File: src/rtl/marvin_utils_pkg.sv
// Shared types and helpers for the MARVIN utils sector.
package marvin_utils_pkg;

  typedef enum logic {
    TMR_IDLE = 1'b0,
    TMR_RUN  = 1'b1
  } timer_state_t;

  // Counter width able to hold 0..t, never narrower than one bit.
  function automatic int unsigned cw_for(input int unsigned t);
    int unsigned w;
    w = $clog2(t + 1);
    return (w < 1) ? 1 : w;
  endfunction

endpackage

File: src/rtl/countdown_timer.sv
// Programmable down-counter with valid/ready load, one-shot or
// auto-reload operation, pause and abort. Expiry is a one-cycle pulse.
module countdown_timer
  import marvin_utils_pkg::*;
#(
  parameter int unsigned T = 255,
  localparam int unsigned CW = cw_for(T)
) (
  input  logic          clk,
  input  logic          rst,
  input  logic          load_valid,
  output logic          load_ready,
  input  logic [CW-1:0] load_value,
  input  logic          load_reload,
  input  logic          pause,
  input  logic          abort,
  output logic [CW-1:0] count,
  output logic          busy,
  output logic          expired
);

  localparam logic [CW-1:0] TMAX = CW'(T);

  timer_state_t  r_state;
  timer_state_t  w_state_next;
  logic [CW-1:0] r_count;
  logic [CW-1:0] r_reload_val;
  logic          r_reload_en;
  logic          r_busy;
  logic          r_expired;
  logic          w_accept;
  logic [CW-1:0] w_clamped;

  // Next-state decode, load handshake and clamped load value.
  always_comb begin
    w_state_next = r_state;
    load_ready   = (r_state == TMR_IDLE) && !abort;
    w_accept     = load_valid && load_ready;
    w_clamped    = (load_value > TMAX) ? TMAX : load_value;
    case (r_state)
      TMR_IDLE: begin
        if (w_accept) w_state_next = TMR_RUN;
      end
      TMR_RUN: begin
        if (abort)
          w_state_next = TMR_IDLE;
        else if (!pause && (r_count == '0) && !r_reload_en)
          w_state_next = TMR_IDLE;
      end
      default: w_state_next = TMR_IDLE;
    endcase
  end

  // State, count, reload registers and the registered status outputs.
  always_ff @(posedge clk) begin
    if (rst) begin
      r_state      <= TMR_IDLE;
      r_count      <= '0;
      r_reload_val <= '0;
      r_reload_en  <= 1'b0;
      r_busy       <= 1'b0;
      r_expired    <= 1'b0;
    end else begin
      r_state   <= w_state_next;
      r_busy    <= (w_state_next == TMR_RUN);
      r_expired <= 1'b0;
      case (r_state)
        TMR_IDLE: begin
          if (w_accept) begin
            r_count      <= w_clamped;
            r_reload_val <= w_clamped;
            r_reload_en  <= load_reload;
          end
        end
        TMR_RUN: begin
          // Abort wins over pause and over an expiry due this cycle.
          if (abort) begin
            r_count     <= '0;
            r_reload_en <= 1'b0;
          end else if (!pause) begin
            if (r_count != '0) begin
              r_count <= r_count - 1'b1;
            end else begin
              r_expired <= 1'b1;
              if (r_reload_en) r_count <= r_reload_val;
            end
          end
        end
        default: begin
          r_count     <= '0;
          r_reload_en <= 1'b0;
        end
      endcase
    end
  end

  assign count   = r_count;
  assign busy    = r_busy;
  assign expired = r_expired;

endmodule

File: config.mk
export PLATFORM = sky130hd
export DESIGN_NAME = countdown_timer
export DESIGN_NICKNAME = d
export VERILOG_FILES = /design/src/rtl/marvin_utils_pkg.sv /design/src/rtl/countdown_timer.sv
export SDC_FILE = /design/constraint.sdc
export NUM_CORES = 1
export LEC_CHECK = 0
export ABC_AREA = 1
export CORE_ASPECT_RATIO = 1.2
export CORE_UTILIZATION = 49
export DETAILED_ROUTE_END_ITERATION = 10
export GPL_ROUTABILITY_DRIVEN = 0
export PLACE_DENSITY_LB_ADDON = 0.15
export SLEW_MARGIN = 10
export SYNTH_ARGS = -nofsm -noshare
export SYNTH_HDL_FRONTEND = slang
export SYNTH_SLANG_ARGS = --single-unit
File: constraint.sdc
create_clock -name clk -period 1.6 [get_ports clk]
set_input_delay 0.32 -clock clk [delete_from_list [all_inputs] [get_ports clk]]
set_output_delay 0.32 -clock clk [all_outputs]
set_load 0.1 [all_outputs]
**Run 1: wires at chosen ports, followed through buffers**

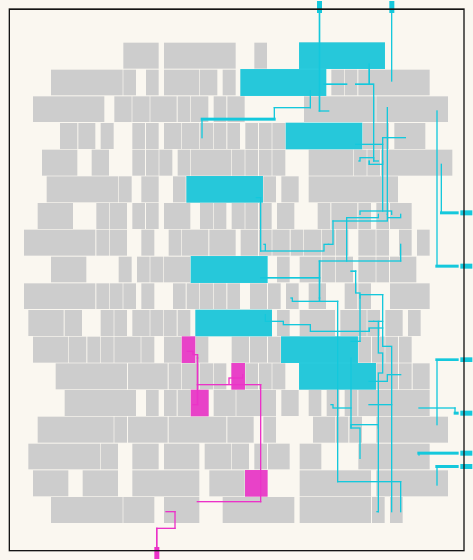
| colour | port | bits | direction | end cells | buffers | wire |
|---|---|---|---|---|---|---|
| cyan | count | 8 | output | 8 | 8 | 305 microns |
| magenta | rst | 1 | input | 4 | 1 | 40.5 microns |
PortBufs: 24
Boundary Pins: 25

**Run 1: placed standard cells**

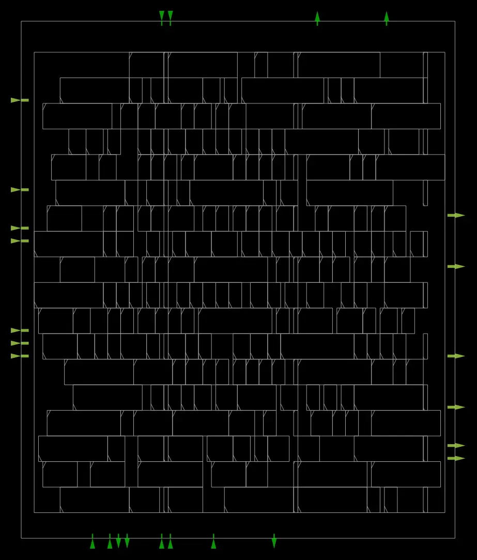
number of flip-flops and latches: 19
total of fill cells in the finished design: 161
share of cell area taken by flip-flops and latches: 23.8%
final core utilization: 78.0%
total core area: 2140 sq um

**Run 1: signal metal coverage by tile**

The die is cut into 9 by 11 equal tiles; black is low, pale yellow is high, scaled to the fullest tile. Values are wire area over tile area, all layers added.
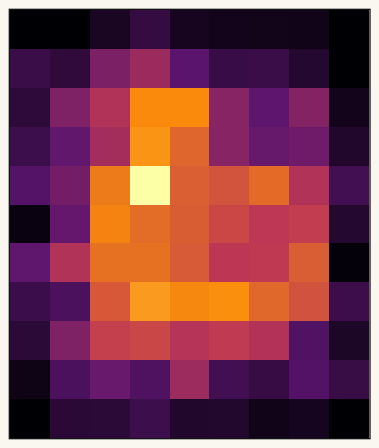
tiles over half the peak: 28%
mean over tiles: 0.18
fullest tile: 0.56
emptiest ninth of the die: north-east
nearly empty tiles: 7.1%
densest ninth of the die: centre
total routing resource utilization after global routing: 24.5%
per-cell routed wire length: 11.7 microns
via count: 1270
overall routed net length: 2.93 mm

**Run 1: local utilization**

The die is cut into 9 by 11 equal tiles; black is low, pale yellow is high, 0 to 100% covered.
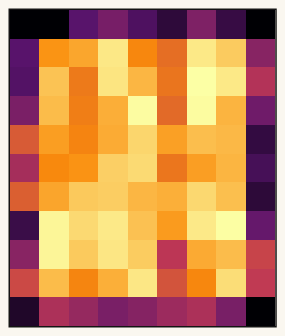
mean over tiles: 64%
emptiest ninth of the die: north-west
nearly empty tiles: 4.0%
densest ninth of the die: centre
Initial Utilization: 53.6%

==> results.txt, run 1 <==
Notes on the physical design

The run finished with clean final reports. The die height is approximately 55 microns. The power drawn by the sequential cells is approximately 570 uW.

The power density over the cells is 936 nW/um^2. The number of cells after detailed placement is 243. The first TritonRoute pass finished after 4 iterations. In this run the VDD rail shows a maximum IR drop of 690 uV. The power report attributes to the combinational group a share of between 40% and 50%. The floorplan die area is between 2000 and 3000 sq um.

The highest cell delay on the worst timing path is 0.37 ns. Across all register-to-register paths, the minimum setup slack is around 0.13 ns. Summed over all instances, the cell type with the most area after synthesis is dfxtp_1. The total met3 wirelength after detailed routing is 153 microns. The clock latency on the worst-skew pair is roughly 0.3 ns. The data arrival at the endpoint of the critical path is between 1.5 and 2 ns. The largest power group is combinational cells. Clock tree buffers and inverters occupy between 1.5 and 2% of the routed design's cell area. Among cell families on the critical path, the largest total delay comes from simple AND/OR/NAND/NOR gates. The worst flop-to-flop path endpoint is count[1].

The termination of the worst setup path is count[1]. The topmost layer with routed signal wires is met4. The cell chosen for the clock root is clkbuf_4. The total number of placement rows is 18. The worst path needs 1.47 ns of the cycle, external delays included.

The critical path goes through inv_1 > ha_4 > inv_1 > nor2_2 > nand3_2 > nand2_4 > nand2_4 > inv_2 > nor2_1 > nor2_1. The pin count of the biggest net entering global routing is 15. The flip-flop and latch count after synthesis is 19. The H-tree depth is 1. The area added between synthesis and finish is 45.5%. The number of buffers added by the clock tree synthesis step is 3. The basic-gate share of the synthesized area counting and, or, nand and nor cells is about 44%. In this run, flip-flops and latches consume between 30% and 40% of the power. At the end of the flow, the number of nets in the layout was about 240. The depth of the worst register-to-register path is 10.

The clock buffer instance count of the final layout is 4. The path length in cells of the critical path is 10. The type of the most critical hold path is reg2reg. In this run the cell area measured after placement is 1590 sq um. The layout stage reports a final design area of between 1500 and 2000 sq um. The pre-CTS setup slack is -0.0934 ns.

The final worst slack is 0.129 ns. STA classifies the critical path endpoint as a register. The wire length the detailed router placed on met1 is approximately 1.2 mm. The cell type taking the most area is logic gates.

The count of unique library cells instantiated by Yosys is 23. The count of antenna-violating nets left after detailed routing is 0. The internal power component is between 800 and 900 uW. For this run, global-route usage on met3 was measured as approximately 1.9%. Setup repair after global routing left no endpoint under its margin. The slew of the pin with the lowest slew margin is ~0.32 ns. For this design the total switching power over the nets is around 670 uW. By count the netlist is led by 50 x nand2_1, 39 x nor2_1, 19 x dfxtp_1. The hold path startpoint is r_reload_val[2]. The final cell count without fillers is 250. After detailed routing, the number of vias per cell comes to slightly above 5. Per the layout report, the design carries 32 non-clock buffers. The power in the clock group is roughly 250 uW. The number of synthesis warnings is 0.

The first routing iteration left approximately 65 violations. The width of the die is roughly 46 microns. The share of async-settable or async-resettable flops after synthesis is 0%.

The worst setup path is launched from a register. The final-report max-slew violation count is 0. The post-layout period usage of the worst path is approximately 90%. The worst hold slack is roughly 0.46 ns.

The number of enable flip-flop cells is 0. Leaving out fill and tap cells, the most frequent cells in the layout are 49 x nand2_1, 37 x nor2_1, 17 x inv_1, 15 x nand3_1. The hold path endpoint is r_reload_val[2]. In the final timing run, aggregate negative setup slack is 0 ns.

The number of antenna violations at the first check in global routing is 0. The post-synthesis adder-cell area fraction is about 2.2%. The netlist area before placement is between 1000 and 1500 sq um. The cell count in the Yosys report is 185. The clock transition at the registers of the reported paths is approximately 0.10 ns.

Combinational power for this build is between 700 and 800 uW. The tool warning count for the run is 27. The hold buffer count at CTS is 0. Leaving out fill and tap cells, the most frequent cell in the layout is nand2_1. The portion of netlist area occupied by mux cells is 0%. The critical path required time is 1.83 ns.

The layout cell share with drive strength beyond 1 is 23.2%. Per the GRT congestion report, total overflow comes to 0. In this build the clock could be raised as far as about 0.68 GHz. The top-area cell type share of the netlist area is between 30 and 40%. Summing the areas of all compound-gate instances in the mapped netlist gives 11.9% of the synthesized area. The synthesis report lists the most area-consuming cells as dfxtp_1 33%, nand2_1 16%, nor2_1 13%.

In the post-synthesis netlist, the cell with the most instances is nand2_1. The net count of the mapped netlist is between 200 and 250. The combinational share of cell area is a little over two fifths. In the layout the tool counted multi-input logic cells amounting to ~140. The timing startpoint of the critical path is count[1]. Summed over all nets, the half-perimeter wirelength after detailed placement is 2.27 mm. The number of well taps is 30. The total power consumption of the routed design is ~1600 uW.

The headroom to the max-slew limit is about four fifths.
--- run 2 (diff from run 1) ---
--- a/config.mk
+++ b/config.mk
@@ -10,6 +10,7 @@
 export CORE_UTILIZATION = 49
 export DETAILED_ROUTE_END_ITERATION = 10
 export GPL_ROUTABILITY_DRIVEN = 0
+export HOLD_SLACK_MARGIN = 0.03
 export PLACE_DENSITY_LB_ADDON = 0.15
 export SLEW_MARGIN = 10
 export SYNTH_ARGS = -nofsm -noshare
==> constraint.sdc (replaced) <==
create_clock -name clk -period 1.4 [get_ports clk]
set_input_delay 0.28 -clock clk [delete_from_list [all_inputs] [get_ports clk]]
set_output_delay 0.28 -clock clk [all_outputs]
set_load 0.1 [all_outputs]
**Run 2: local utilization**

The die is cut into 9 by 11 equal tiles; black is low, pale yellow is high, 0 to 100% covered.
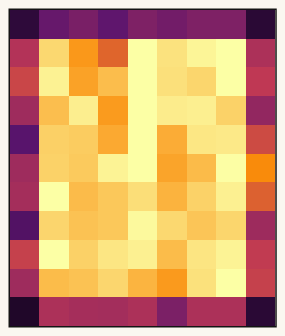
mean over tiles: 72%
tiles over 75% full: 63%
fullest tile: 100%
densest ninth of the die: centre
final core utilization: 87.4%

==> run 2 against run 1 <==
The run now ends with negative setup slack left; non-clock buffer count is 13 higher; clock power is 12% higher; die area stayed put; largest power group unchanged.
==> results.txt, run 2 <==
Notes on the physical design

Outcome: finished, violations left (was finished clean). The final reports fail on negative setup slack. Cell area leaders: dfxtp_1 33%, nand2_1 16%, nor2_1 13% (unchanged).

The post-placement cell area is 1730 sq um (was 1590 sq um). The register share of the cell area is 22.2% (was 23.8%). The power drawn by the sequential cells is 649 uW (was 567 uW). The number of fill cells in the layout is 113 (was 161). The final sequential cell count was 19 (unchanged).

The fraction of area in clock buffers and inverters is 1.41% (was 1.58%). The final cell count without fillers was 262 (was 250). The highest cell delay on the worst timing path is 0.36 ns (was 0.37 ns).

The cell type taking the most area is logic gates (unchanged). The average via count per standard cell is 5.30 (was 5.08). The number of antenna violations at the first check in global routing is 0 (unchanged). The stage-log warning count is 29 (was 27). The number of I/O port buffers is 24 (unchanged). The net count of the mapped netlist came to 201 (unchanged).

The critical path launch point type was a register (unchanged). The post-synthesis adder-cell area fraction came to 2.18% (unchanged). The topmost layer with routed signal wires is met4 (unchanged). The final standard cell area without fillers is 1870 sq um (was 1670 sq um). The die height is 55.0 microns (unchanged). The pre-CTS setup slack came to -0.264 ns (was -0.0934 ns).

The part of the total power dissipated in combinational logic is 51.9% (was 47.7%). The met3 track demand over resource in global routing came to 3.90% (was 1.95%). The power density over the cells is 1030 nW/um^2 (was 936 nW/um^2). The area added between synthesis and finish is 63.1% (was 45.5%). The number of buffers added by the clock tree synthesis step is 3 (unchanged). The number of multi-input combinational cells was 142 (was 143). The most frequent logic cell in the layout is nand2_1 (unchanged). The final-report max-slew violation count came to 0 (unchanged). The combinational share of cell area came to 41.8% (was 42.9%). The pin count of the biggest net entering global routing was 15 (unchanged). The path length in cells of the critical path is 10 (unchanged). The floorplan die area is 2540 sq um (unchanged). Ranking of synthesized cells by instance count: 50 x nand2_1, 39 x nor2_1, 19 x dfxtp_1 (unchanged). The final worst slack was -0.0637 ns (was 0.129 ns).

The netlist area before placement is 1150 sq um (unchanged). The cell chosen for the clock root is clkbuf_4 (unchanged). Top logic cells by instance count in the layout: 46 x nand2_1, 34 x nor2_1, 20 x buf_4, 13 x inv_1 (was 49 x nand2_1, 37 x nor2_1, 17 x inv_1, 15 x nand3_1).

The wire length the detailed router placed on met1 is 1.39 mm (was 1.23 mm). The number of nets in the layout is 249 (was 237). The critical path required time is 1.60 ns (was 1.83 ns). The power in the clock group is 278 uW (was 249 uW). The category of cells accounting for the largest share of critical-path delay is simple AND/OR/NAND/NOR gates (unchanged). The worst flop-to-flop path endpoint is count[3] (was count[1]). The hold buffer count at CTS is 0 (unchanged). The share of async-settable or async-resettable flops after synthesis is 0% (unchanged). The slew of the pin with the lowest slew margin is 0.427 ns (was 0.316 ns). The timing startpoint of the critical path is count[1] (unchanged). The data arrival at the endpoint of the critical path is 1.67 ns (was 1.70 ns). The global routing usage summed across all routing layers is 26.8% (was 24.5%). The top-area cell type share of the netlist area is 33.2% (unchanged). The pre-placement core utilization is 53.6% (unchanged). The largest power group is combinational cells (unchanged). The basic-gate share of the synthesized area counting and, or, nand and nor cells came to 44.0% (unchanged). The reported net switching power is 826 uW (was 668 uW). The HPWL after detailed placement came to 2.50 mm (was 2.27 mm). The clock buffer instance count of the final layout is 4 (unchanged). The count of endpoints failing setup in the final report is 8 (was 0). The post-layout period usage of the worst path is 105% (was 91.9%). The setup TNS after final layout is -0.230 ns (was 0 ns). The largest area contributor in the netlist is dfxtp_1 (unchanged).

The number of buffers other than clock buffers in the final layout is 45 (was 32). The number of enable flip-flop cells is 0 (unchanged). The headroom to the max-slew limit was 71.5% (was 78.9%). The count of unique library cells instantiated by Yosys is 23 (unchanged). The average wire per standard cell was 13.5 microns (was 11.7 microns). The termination of the worst setup path is count[3] (was count[1]). The maximum clock rate is 0.683 GHz (was 0.680 GHz). The width of the die came to 46.2 microns (unchanged).

The top-level I/O count was 25 (unchanged). Cell Chain, Critical Path: inv_4 > ha_4 > inv_2 > nor2_4 > nand3_2 > nand2_4 > buf_12 > nand3_1 > nand2_1 > nor2_1 (was inv_1 > ha_4 > inv_1 > nor2_2 > nand3_2 > nand2_4 > nand2_4 > inv_2 > nor2_1 > nor2_1). The total met3 wirelength after detailed routing came to 208 microns (was 153 microns). The highest ir drop seen on vdd is 814 uV (was 690 uV). The initial detailed-routing violation count is 66 (was 65). The detailed-route via count came to 1389 (was 1270). The critical path capture point type is a register (unchanged). The portion of netlist area occupied by mux cells is 0% (unchanged). The complex-gate fraction of the synthesized area is 11.9% (unchanged). The clock transition at the registers of the reported paths is 0.11 ns (was 0.10 ns). The hold path endpoint is r_reload_val[2] (unchanged).

The layout cell share with drive strength beyond 1 is 33.2% (was 23.2%).
**Run 2: placed standard cells**

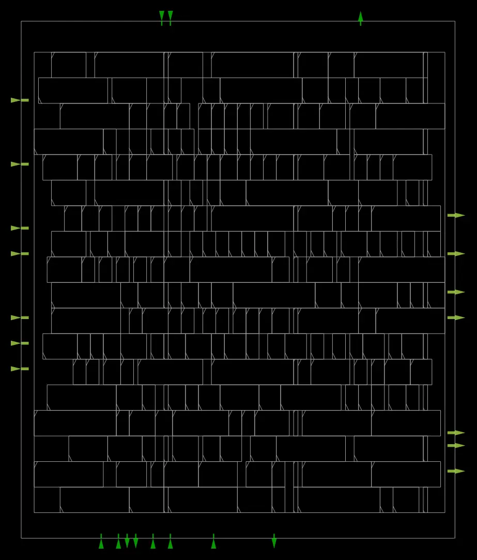
number of tap cells added at floorplan: 30
floorplan row count: 18

Power figures rest on the tool's default switching activity, not on a simulated workload.
